$ cat config.mk
export PLATFORM = sky130hd
export DESIGN_NAME = sample_frame_builder
export DESIGN_NICKNAME = d
export VERILOG_FILES = /design/src/rtl/sample_frame_builder.sv
export SDC_FILE = /design/constraint.sdc
export NUM_CORES = 1
export LEC_CHECK = 0
export ABC_AREA = 1
export CORE_MARGIN = 1
export CORE_UTILIZATION = 35
export DETAILED_ROUTE_END_ITERATION = 10
export HOLD_SLACK_MARGIN = 0.08
export SLEW_MARGIN = 20
export SYNTH_ARGS = -nofsm -noshare
export SYNTH_HDL_FRONTEND = slang
export SYNTH_SLANG_ARGS = --single-unit
export TNS_END_PERCENT = 1
$ cat constraint.sdc
create_clock -name CLK -period 4.5 [get_ports CLK]
set_input_delay 1.35 -clock CLK [delete_from_list [all_inputs] [get_ports CLK]]
set_output_delay 1.35 -clock CLK [all_outputs]
set_load 0.01 [all_outputs]
$ cat src/rtl/sample_frame_builder.sv
// sample_frame_builder
//
// Turns the L1A-FIFO / sample-RAM read stream of the transfer-samples
// sequencer into framed 16-bit words:
//   {A,l1a} {B,l1a} {0,sample} x N {E,xor of samples} {F,word count}
//
// The sequencer's read strobes are delayed by RD_LAT so that each capture
// lines up with the cycle the memory data is valid. L1A words wait in a
// two-entry pending buffer until the frame FSM is ready to turn them into
// headers. The FSM state, word count, checksum, frame counter and error flag
// are held in three copies and majority-voted every cycle.
//
// Ports
//   CLK, RST         clock, asynchronous active-high reset
//   L1A_RD_EN        L1A FIFO read strobe (L1A_DATA valid RD_LAT later)
//   L1A_DATA[11:0]   L1A FIFO read data
//   RDENA            sample RAM read strobe (SMP_DATA valid RD_LAT later)
//   SMP_DATA[11:0]   sample RAM read data
//   DOUT[15:0]       framed output word, holds its value while DOUT_VLD=0
//   DOUT_VLD         DOUT carries a new word
//   FRM_DONE         pulse with the last trailer word of a frame
//   FRM_CNT[7:0]     completed frames, wraps
//   ERR              sticky protocol error (orphan data, overflow, truncation)
//   XSTATE[2:0]      voted FSM state
//
// Handshake: there is no back-pressure. A capture enable (hcap/dcap) being
// high in a cycle means the matching data input is valid in that cycle and
// is consumed there; DOUT is valid in exactly the cycles DOUT_VLD is high.
module sample_frame_builder #(
    parameter int RD_LAT          = 1,
    parameter int WORDS_PER_FRAME = 96
) (
    input  logic        CLK,
    input  logic        RST,
    input  logic        L1A_RD_EN,
    input  logic [11:0] L1A_DATA,
    input  logic        RDENA,
    input  logic [11:0] SMP_DATA,
    output logic [15:0] DOUT,
    output logic        DOUT_VLD,
    output logic        FRM_DONE,
    output logic [7:0]  FRM_CNT,
    output logic        ERR,
    output logic [2:0]  XSTATE
);

    typedef enum logic [2:0] {
        S_IDLE = 3'd0,
        S_HDR  = 3'd1,
        S_DATA = 3'd2,
        S_TRL1 = 3'd3,
        S_TRL2 = 3'd4
    } state_e;

    localparam logic [11:0] WPF = 12'(WORDS_PER_FRAME);

    // ------------------------------------------------------------------
    // Strobe delay lines: bit RD_LAT-1 is high in the cycle the read data
    // belonging to the strobe is on the memory output.
    // ------------------------------------------------------------------
    logic [RD_LAT-1:0] hdl_q;
    logic [RD_LAT-1:0] ddl_q;
    logic              hcap;
    logic              dcap;

    always_ff @(posedge CLK or posedge RST) begin
        if (RST) begin
            hdl_q <= '0;
            ddl_q <= '0;
        end else begin
            hdl_q[0] <= L1A_RD_EN;
            ddl_q[0] <= RDENA;
            for (int i = 1; i < RD_LAT; i++) begin
                hdl_q[i] <= hdl_q[i-1];
                ddl_q[i] <= ddl_q[i-1];
            end
        end
    end

    assign hcap = hdl_q[RD_LAT-1];
    assign dcap = ddl_q[RD_LAT-1];

    // ------------------------------------------------------------------
    // Pending header buffer. Entry 0 is the oldest word. A word arriving
    // while both entries are occupied is dropped, even if the FSM pops in
    // the same cycle.
    // ------------------------------------------------------------------
    logic [11:0] pend0_q;
    logic [11:0] pend1_q;
    logic [1:0]  pend_cnt_q;
    logic        pend_full;
    logic        push;
    logic        pop;

    assign pend_full = (pend_cnt_q == 2'd2);
    assign push      = hcap && !pend_full;

    always_ff @(posedge CLK or posedge RST) begin
        if (RST) begin
            pend0_q    <= '0;
            pend1_q    <= '0;
            pend_cnt_q <= '0;
        end else begin
            case ({push, pop})
                2'b01: begin
                    pend0_q    <= pend1_q;
                    pend_cnt_q <= pend_cnt_q - 2'd1;
                end
                2'b10: begin
                    if (pend_cnt_q == 2'd0) pend0_q <= L1A_DATA;
                    else                    pend1_q <= L1A_DATA;
                    pend_cnt_q <= pend_cnt_q + 2'd1;
                end
                2'b11: begin
                    // Only reachable with one entry: it leaves, the new one
                    // takes its place.
                    pend0_q <= L1A_DATA;
                end
                default: ;
            endcase
        end
    end

    // ------------------------------------------------------------------
    // Triplicated control state and its majority vote
    // ------------------------------------------------------------------
    logic [2:0][2:0]  st_q;
    logic [2:0][11:0] wc_q;
    logic [2:0][11:0] chk_q;
    logic [2:0][7:0]  fcnt_q;
    logic [2:0]       err_q;

    logic [2:0]  st_v;
    logic [11:0] wc_v;
    logic [11:0] chk_v;
    logic [7:0]  fcnt_v;
    logic        err_v;

    assign st_v   = (st_q[0]   & st_q[1])   | (st_q[0]   & st_q[2])   | (st_q[1]   & st_q[2]);
    assign wc_v   = (wc_q[0]   & wc_q[1])   | (wc_q[0]   & wc_q[2])   | (wc_q[1]   & wc_q[2]);
    assign chk_v  = (chk_q[0]  & chk_q[1])  | (chk_q[0]  & chk_q[2])  | (chk_q[1]  & chk_q[2]);
    assign fcnt_v = (fcnt_q[0] & fcnt_q[1]) | (fcnt_q[0] & fcnt_q[2]) | (fcnt_q[1] & fcnt_q[2]);
    assign err_v  = (err_q[0]  & err_q[1])  | (err_q[0]  & err_q[2])  | (err_q[1]  & err_q[2]);

    state_e      st_d;
    logic [11:0] wc_d;
    logic [11:0] chk_d;
    logic [7:0]  fcnt_d;
    logic        err_d;
    logic [11:0] wc_inc;

    logic [15:0] dout_q;
    logic        vld_q;
    logic        done_q;
    logic [15:0] dout_d;
    logic        vld_d;
    logic        done_d;

    assign wc_inc = wc_v + 12'd1;

    // Every copy loads the same value computed from the voted state, so a
    // single upset copy is outvoted now and overwritten at the next edge.
    always_ff @(posedge CLK or posedge RST) begin
        if (RST) begin
            st_q   <= '0;
            wc_q   <= '0;
            chk_q  <= '0;
            fcnt_q <= '0;
            err_q  <= '0;
        end else begin
            st_q   <= {st_d, st_d, st_d};
            wc_q   <= {wc_d, wc_d, wc_d};
            chk_q  <= {chk_d, chk_d, chk_d};
            fcnt_q <= {fcnt_d, fcnt_d, fcnt_d};
            err_q  <= {err_d, err_d, err_d};
        end
    end

    always_comb begin
        st_d   = S_IDLE;
        wc_d   = wc_v;
        chk_d  = chk_v;
        fcnt_d = fcnt_v;
        err_d  = err_v | (hcap && pend_full);
        pop    = 1'b0;
        dout_d = dout_q;
        vld_d  = 1'b0;
        done_d = 1'b0;

        case (st_v)
            S_IDLE: begin
                if (dcap) err_d = 1'b1;
                if (pend_cnt_q != 2'd0) begin
                    pop    = 1'b1;
                    dout_d = {4'hA, pend0_q};
                    vld_d  = 1'b1;
                    wc_d   = '0;
                    chk_d  = '0;
                    st_d   = S_HDR;
                end
            end
            S_HDR: begin
                st_d = S_HDR;
                if (dcap) err_d = 1'b1;
                if (pend_cnt_q != 2'd0) begin
                    pop    = 1'b1;
                    dout_d = {4'hB, pend0_q};
                    vld_d  = 1'b1;
                    st_d   = S_DATA;
                end
            end
            S_DATA: begin
                st_d = S_DATA;
                if (dcap) begin
                    dout_d = {4'h0, SMP_DATA};
                    vld_d  = 1'b1;
                    wc_d   = wc_inc;
                    chk_d  = chk_v ^ SMP_DATA;
                end
                if (dcap && (wc_inc == WPF)) begin
                    st_d = S_TRL1;
                end else if (pend_cnt_q != 2'd0) begin
                    // A new header arrived before the frame filled up: close
                    // this frame short and leave the header for the next one.
                    err_d = 1'b1;
                    st_d  = S_TRL1;
                end
            end
            S_TRL1: begin
                if (dcap) err_d = 1'b1;
                dout_d = {4'hE, chk_v};
                vld_d  = 1'b1;
                st_d   = S_TRL2;
            end
            S_TRL2: begin
                if (dcap) err_d = 1'b1;
                dout_d = {4'hF, wc_v};
                vld_d  = 1'b1;
                done_d = 1'b1;
                fcnt_d = fcnt_v + 8'd1;
                st_d   = S_IDLE;
            end
            default: st_d = S_IDLE;  // unused encodings: silent return to idle
        endcase
    end

    // ------------------------------------------------------------------
    // Output register
    // ------------------------------------------------------------------
    always_ff @(posedge CLK or posedge RST) begin
        if (RST) begin
            dout_q <= '0;
            vld_q  <= 1'b0;
            done_q <= 1'b0;
        end else begin
            dout_q <= dout_d;
            vld_q  <= vld_d;
            done_q <= done_d;
        end
    end

    assign DOUT     = dout_q;
    assign DOUT_VLD = vld_q;
    assign FRM_DONE = done_q;
    assign FRM_CNT  = fcnt_v;
    assign ERR      = err_v;
    assign XSTATE   = st_v;

endmodule

**Run 1: placed standard cells**

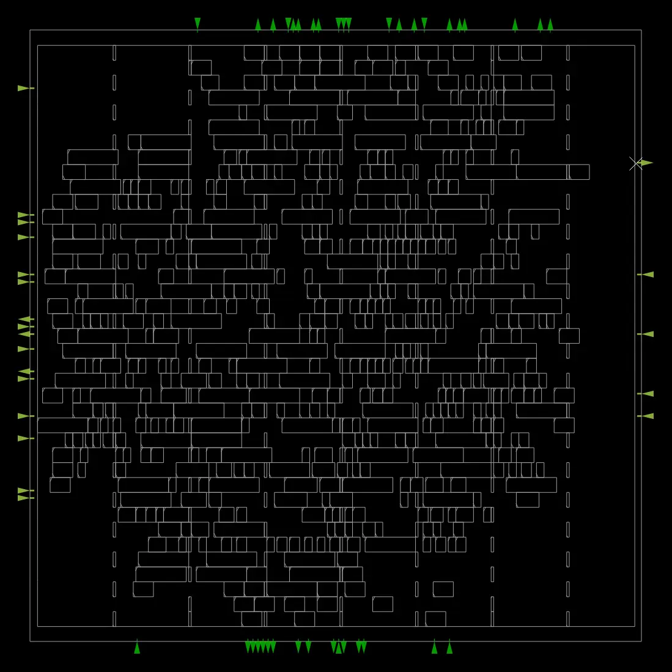
total number of placement rows: 39
area inside the core boundary: 11600 µm²
utilization after layout: 0.441
sequential fraction of total cell area: 0.397
FFs & Latches: 81

**Run 1: routed metal, one colour a layer**

Bar = 20 µm.
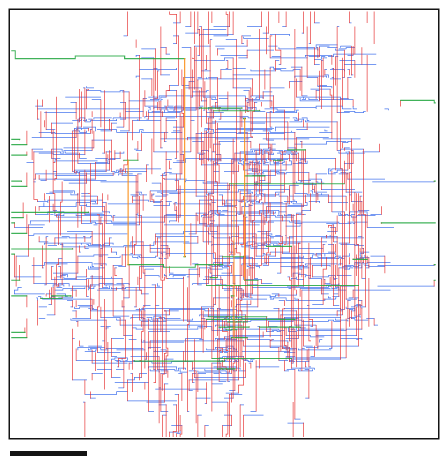
Blue marks met1, wire length 4650 µm. Red marks met2, wire length 4740 µm. Orange marks met4, wire length 161 µm. Green marks met3, wire length 431 µm.
vias: 3468
sum of routed wire length over all layers: 9980 µm
mean routed wirelength per cell: 14.6 µm

==> flow_summary.toml, run 1 <==
# flow metrics
[timing]
maxClockFrequency_mhz = 358
fin_tns_setup_ns = 0
finalHoldViolCount = 0
timing.final.setup_violations = 0
worst_hold_slack_ns = 0.468
transition_time_at_the_pin_with_the_least_slew_margin_ns = 0.913

[yosys]
syn_inst = 484
simple_gate_share = 0.197
postSynthAreaPerCell_um2 = 8.69
synth_largest_type_area_fraction = 0.482
synth-area-yosys_um2 = 4210
netlist.top_cell.by_area = "sky130_fd_sc_hd__dfrtp_1"
xor_share = 0.0187
yosysSeqAreaShare = 0.482
synth-warning-count = 0
numSynthFlops = 81
ys_cells = 484
synth_compound_gate_area_share = 0.184
netlist_area_um2 = 4210
mux_area_frac = 0.0134

[placement]
routabilityCongestion = 0.815
place.port_buffers = 57
place_hpwl_um = 6960

[clock_network]
cts-htree-levels = 3
cts.reportedPaths.clkPinSlew_ns = 0.07
cts_buffers = 9
clk_root_buffer_cell = "sky130_fd_sc_hd__clkbuf_16"
numClockSinks = 81
ctsLongestPathBuffers = 2
tritoncts_clock_tree = "done"
count_of_buffers_added_by_post_cts_timing_repair_for_setup = 0

[outcome]
result_of_the_run = "complete, but fails checks"
violated_checks = "design-rule violations"

[critical_path]
rr_startpoint = "st_q[8]"
crit_slowest_cell = "sky130_fd_sc_hd__clkdlybuf4s50_1"
cp-end-kind = "primary output"
critPathLaunchType = "register"
timing.critical_path.arrival_ns = 1.45
start_point_of_the_critical_path = "st_q[6]"
cp_slowest_stage_delay_ns = 0.61
crit_path_leading_delay_family = "buffers and inverters"
critical_path_class = "register to primary output"
critical_path.n_buffers_inverters = 1
required_time_reported_for_the_critical_path_endpoint_ns = 3.15

[die]
fp.dieW_um = 112
starting_density_of_the_core = 0.364
die_y_um = 112
die-area_um2 = 12500
floorplan.io_pins = 58

[layout]
final_net_count = 567
area.growth.synth_to_final_pct = 21.4
final_layout_size_suffix_gt1_frac = 0.102

[detailed_routing]
drt_iter0_markers = 142
post_drt_via_cell_ratio = 5.09
drc = 1
antenna_left = 0

[power]
power_mw = 3.52
vdd_ir_drop_max_mv = 0.301

[job]
cap_viol_max_count = 0

[worst_hold_path]
hp-class = "register to register"
min_from = "fcnt_q[23]"

[grt]
grt_pass1_vias = 3516
grt_pass1_wl_um = 16900
grt_max_degree = 64
**Run 1: clock network drawn from the DEF**

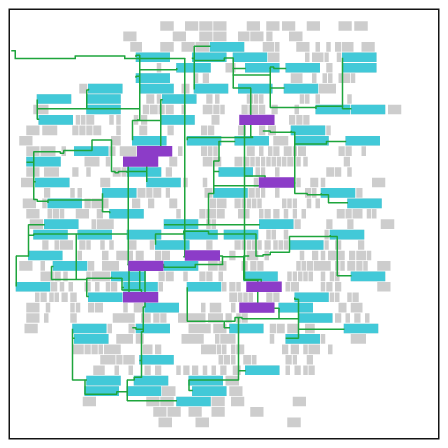
Green marks clock wires, length 1100 µm. Purple marks cells driving clock nets, count 9. Cyan marks flip-flops, count 81.
There are 10 routed clock nets.
Clk network pwr share: 0.194
clock latency of the later-clocked register in the worst-skew pair: 0.33 ns

## run 1: sequential cells by signal, indices dropped and copies added (netlist names)
signal and flops:
fcnt_q 8, FRM_DONE 1, pend_cnt_q 2, dcap 1
pend0_q 12, chk_q 12, st_q 3, DOUT 15
DOUT_VLD 1, wc_q 12, pend1_q 12, err_q 1
hcap 1
## run 1: synth_stat cells (5+ instances only)
master and n:
sky130_fd_sc_hd__a22oi_1 7, sky130_fd_sc_hd__mux2_2 5, sky130_fd_sc_hd__nand2_1 88, sky130_fd_sc_hd__xnor2_1 5
sky130_fd_sc_hd__o22ai_1 17, sky130_fd_sc_hd__o21ai_0 42, sky130_fd_sc_hd__ha_1 5, sky130_fd_sc_hd__buf_6 6
sky130_fd_sc_hd__o21ai_1 12, sky130_fd_sc_hd__a31oi_1 14, sky130_fd_sc_hd__a31oi_2 5, sky130_fd_sc_hd__nand3_1 40
sky130_fd_sc_hd__nor2_1 34, sky130_fd_sc_hd__dfrtp_1 81, sky130_fd_sc_hd__inv_1 53, sky130_fd_sc_hd__nor2_2 6
sky130_fd_sc_hd__buf_2 5, sky130_fd_sc_hd__a21oi_1 16
## run 1: power breakdown
| group | total (mW) | switching [mW] | internal, mW |
|---|---|---|---|
| combinational | 1.63 | 0.984 | 0.650 |
| clock | 0.681 | 0.294 | 0.387 |
| sequential | 1.20 | 0.179 | 1.02 |
| total | 3.52 | 1.46 | 2.06 |
## run 1: stage by stage
stage,area (µm²),util
floorplan,4210,-
detailed placement,4830,0.418
global route,5100,0.441
finish,5100,0.441
CTS,5100,0.441
global placement,4820,0.417
## run 1: final cells by class
type / instances / area, µm² / share of cell area
Sequential cell: 81 / 2030 / 0.397
Multi-Input combinational cell: 324 / 1800 / 0.353
Timing Repair Buffer: 60 / 593 / 0.116
Clock buffer: 11 / 243 / 0.0476
Inverter: 58 / 228 / 0.0446
Tap cell: 143 / 179 / 0.0351
Clock inverter: 5 / 31.3 / 0.00613
## run 1: per-layer routing
layer / GRT usage / vias up / part of all wire
met3: 0.0272 / 11 / 0.043
met4: 0.0694 / 0 / 0.016
met2: 0.285 / 73 / 0.47
met5: 0 / - / 0
li1: - / 1727 / -
met1: 0.222 / 1657 / 0.47
## run 1: path summary, 6_finish.rpt
check / slack (ns) / cells past startpoint / end
worst min-delay path: 0.47 / 1 / fcnt_q[23]
min in group asynchronous: 1.43 / 2 / chk_q[35]
worst max register to register: 1.94 / 9 / pend0_q[5]
worst min register to register: 0.47 / 1 / fcnt_q[23]
worst max-delay path: 1.70 / 1 / XSTATE[0]
max in group asynchronous: 2.44 / 3 / pend0_q[10]
## run 1: cell families (layout without fill, tap and decap cells)
| group | count (synthesis) | in the layout |
|---|---|---|
| simple gates | 181 | 181 |
| xor+xnor | 9 | 9 |
| mux | 5 | 5 |
| buf+inv | 79 | 134 |
| fa+ha+maj | 5 | 5 |
| flops | 81 | 81 |
| compound gates | 124 | 124 |
**Run 1: port wiring**

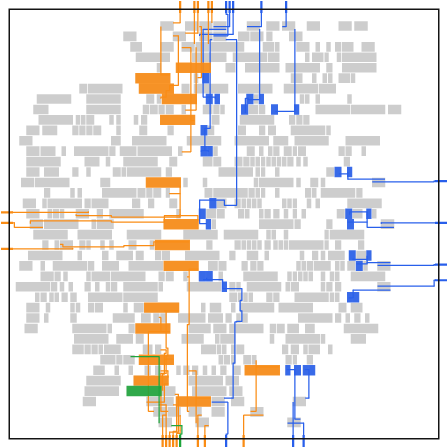

==> run 2: changes to the inputs <==
==> constraint.sdc (replaced) <==
create_clock -name CLK -period 2.34 [get_ports CLK]
set_input_delay 0.702 -clock CLK [delete_from_list [all_inputs] [get_ports CLK]]
set_output_delay 0.702 -clock CLK [all_outputs]
set_load 0.01 [all_outputs]
**Run 2: port wiring**

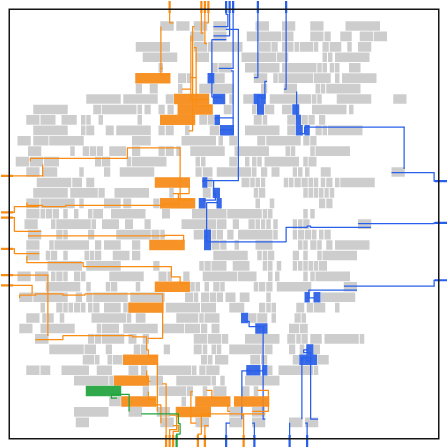
Blue marks SMP_DATA, bits 12, direction input, end cells 31, buffers 12, wire 488 µm. Green marks ERR, bits 1, direction output, end cells 1, buffers 1, wire 28.4 µm. Orange marks DOUT, bits 16, direction output, end cells 15, buffers 16, wire 605 µm.
IO Count: 58
number of buffers added on ports: 57

==> run 2 against run 1 <==
The run now ends clean; cell area increased by 1.9%; die area unchanged; via count about the same; clock skew decreased by 0.0030 ns; clock power increased by 110%; non-clock buffer count increased by 7; register-to-register slack got worse by 1.7 ns; critical path type unchanged; critical endpoint unchanged; highest routed layer unchanged.
==> flow_summary.toml, run 2 <==
# flow metrics
[layout]
largest_register_ffs = 15
final_layout_size_suffix_gt1_frac = 0.110
final_design_area_no_fill_um2 = 5200
post-route-util = 0.450
area.growth.synth_to_final_pct = 23.6
antennaDiodeCount = 0

[placement]
routabilityCongestion = 0.866
place_hpwl_um = 7380

[grt]
grt_pass1_wl_um = 16600
grt_max_degree = 48
global_route_total_usage_across_every_layer = 0.171
grt_pass1_vias = 3417

[critical_path]
critical_path.n_buffers_inverters = 1
critical_path_class = "register to primary output"
critical_path.reg2reg.endpoint = "pend0_q[0]"
worst_r2r_path_depth = 10
cp-end-kind = "primary output"
critPathLaunchType = "register"
rr_startpoint = "st_q[8]"
required_time_reported_for_the_critical_path_endpoint_ns = 1.64
crit_slowest_cell = "sky130_fd_sc_hd__clkdlybuf4s50_1"
timing.critical_path.arrival_ns = 1.43
crit_path_leading_delay_family = "buffers and inverters"
reg2reg_setup_slack_ns = 0.25
critical_path_cell_list = "clkdlybuf4s50_1"
cp_slowest_stage_delay_ns = 0.60

[yosys]
yosys-top-cells-count = "sky130_fd_sc_hd__nand2_1 (88), sky130_fd_sc_hd__dfrtp_1 (81), sky130_fd_sc_hd__inv_1 (53), sky130_fd_sc_hd__o21ai_0 (42), sky130_fd_sc_hd__nand3_1 (40)"
numSynthFlops = 81
ys_cells = 484
simple_gate_share = 0.197
synth-area-yosys_um2 = 4210
synth-warning-count = 0
syn_inst = 484
synth_largest_type_area_fraction = 0.482
mux_area_frac = 0.0134
yosysSeqAreaShare = 0.482
count_of_library_flops_with_an_enable_pin = 0
top_cell = "sky130_fd_sc_hd__nand2_1"
synth_compound_gate_area_share = 0.184
postSynthAreaPerCell_um2 = 8.69
xor_share = 0.0187

[timing]
timing.max_slew.rel_slack = 0.552
timing.final.setup_violations = 0
maxClockFrequency_mhz = 469
finalHoldViolCount = 0
fin_tns_setup_ns = 0
timing.clock.skew_ns = 0.00562
worst_hold_slack_ns = 0.474

[job]
cap_viol_max_count = 0
stage_log_warnings = 28

[clock_network]
count_of_buffers_added_by_post_cts_timing_repair_for_setup = 0
numClockSinks = 81
clk_root_buffer_cell = "sky130_fd_sc_hd__clkbuf_16"
cts-htree-levels = 3
cts.reportedPaths.clkPinSlew_ns = 0.06
cts_buffers = 9
ctsLongestPathBuffers = 2
clk_latency_ns = 0.34
tritoncts_clock_tree = "done"

[die]
starting_density_of_the_core = 0.364
floorplan.rows = 39
die_y_um = 112
die-area_um2 = 12500
fp.dieW_um = 112

[detailed_routing]
detailroute.via_count = 3465
totalWireLength_um = 9900
drt_iter0_markers = 173
drt-wirelength-per-cell_um = 14.4
drc = 0
antenna_left = 0

[power]
vdd_ir_drop_max_mv = 0.708
power_mw = 6.95

[worst_hold_path]
min_delay_worst_endpoint = "fcnt_q[23]"
hp-class = "register to register"
min_from = "fcnt_q[23]"
hold-path-cell-count = 1

[outcome]
result_of_the_run = "complete, no violations"
**Run 2: placed standard cells**

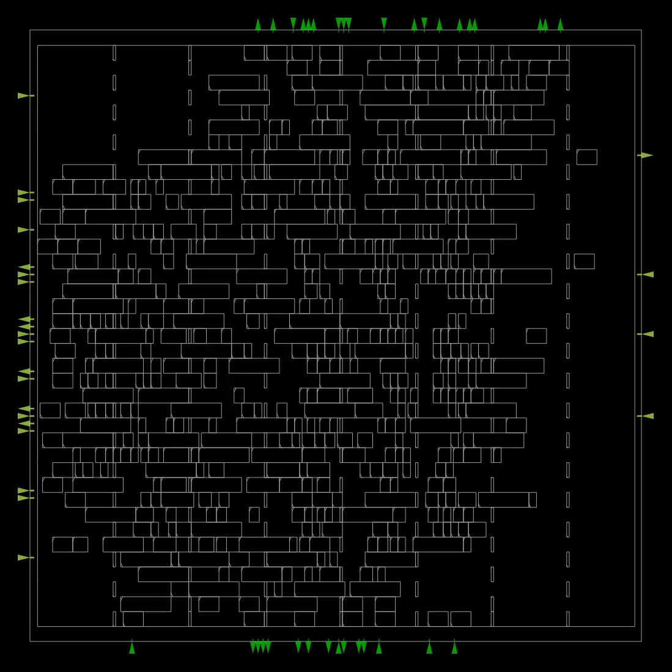
sequential fraction of total cell area: 0.390
final std cells w/o fill: 688

run 2: cell types whose count changed in the layout (fill, tap and decap cells not counted), sizes merged:
cell	change
clkbuf	+1
buf	+7
clkinv	-3
bufinv	+1
run 2: per-stage QoR:
stage | instances | setup slack [ns]
3_5_place_dp | 673 | 0.255
5_1_grt | 688 | 0.00694
4_1_cts | 688 | 0.192
3_3_place_gp | 673 | 0.352
2_1_floorplan | 484 | 0.259
6_report | 688 | 0.210
run 2: layer usage:
| metal | global-route usage | up-vias | part of all wire |
|---|---|---|---|
| met1 | 0.219 | 1622 | 0.46 |
| met4 | 0.0793 | 0 | 0.021 |
| met3 | 0.0278 | 17 | 0.044 |
| li1 | - | 1749 | - |
| met2 | 0.283 | 77 | 0.47 |
| met5 | 0 | - | 0 |
run 2: worst max-delay path by stage:
stage          depth (start not counted)          to  startpoint  slack (ns)
2_1_floorplan                         10  pend0_q[0]     st_q[6]        0.26
3_5_place_dp                          10  pend0_q[4]     st_q[8]        0.26
4_1_cts                                1   XSTATE[0]     st_q[6]        0.19
6_report                               1   XSTATE[0]     st_q[6]        0.21
5_1_grt                               11  pend0_q[0]     st_q[8]       0.007
3_3_place_gp                          10  pend0_q[4]     st_q[6]        0.35
run 2: final cells by class:
class | instances | area, µm²
fillers | 1103 | 6370
flip-flops and latches | 81 | 2030
multi-input cells | 324 | 1800
repair buffers | 67 | 671
clock buffers | 12 | 256
inverters | 58 | 226
well taps | 143 | 179
clock inverters | 3 | 40.0
run 2: logic make-up (layout without fill, tap and decap cells):
logic type                 Yosys count  count (layout)
buffers and inverters               79             140
xor gates and xnor gates             9               9
DFF                                 81              81
adders and majority gates            5               5
AOI/OAI and AO/OA                  124             124
and+or+nand+nor                    181             181
muxes                                5               5
run 2: report_power, final:
part / internal [mW] / switching [mW]
logic: 1.33 / 1.89
registers: 1.97 / 0.352
clock network: 0.875 / 0.539
total: 4.17 / 2.78
No activity file was given, so power comes from the tool's default toggle rates.
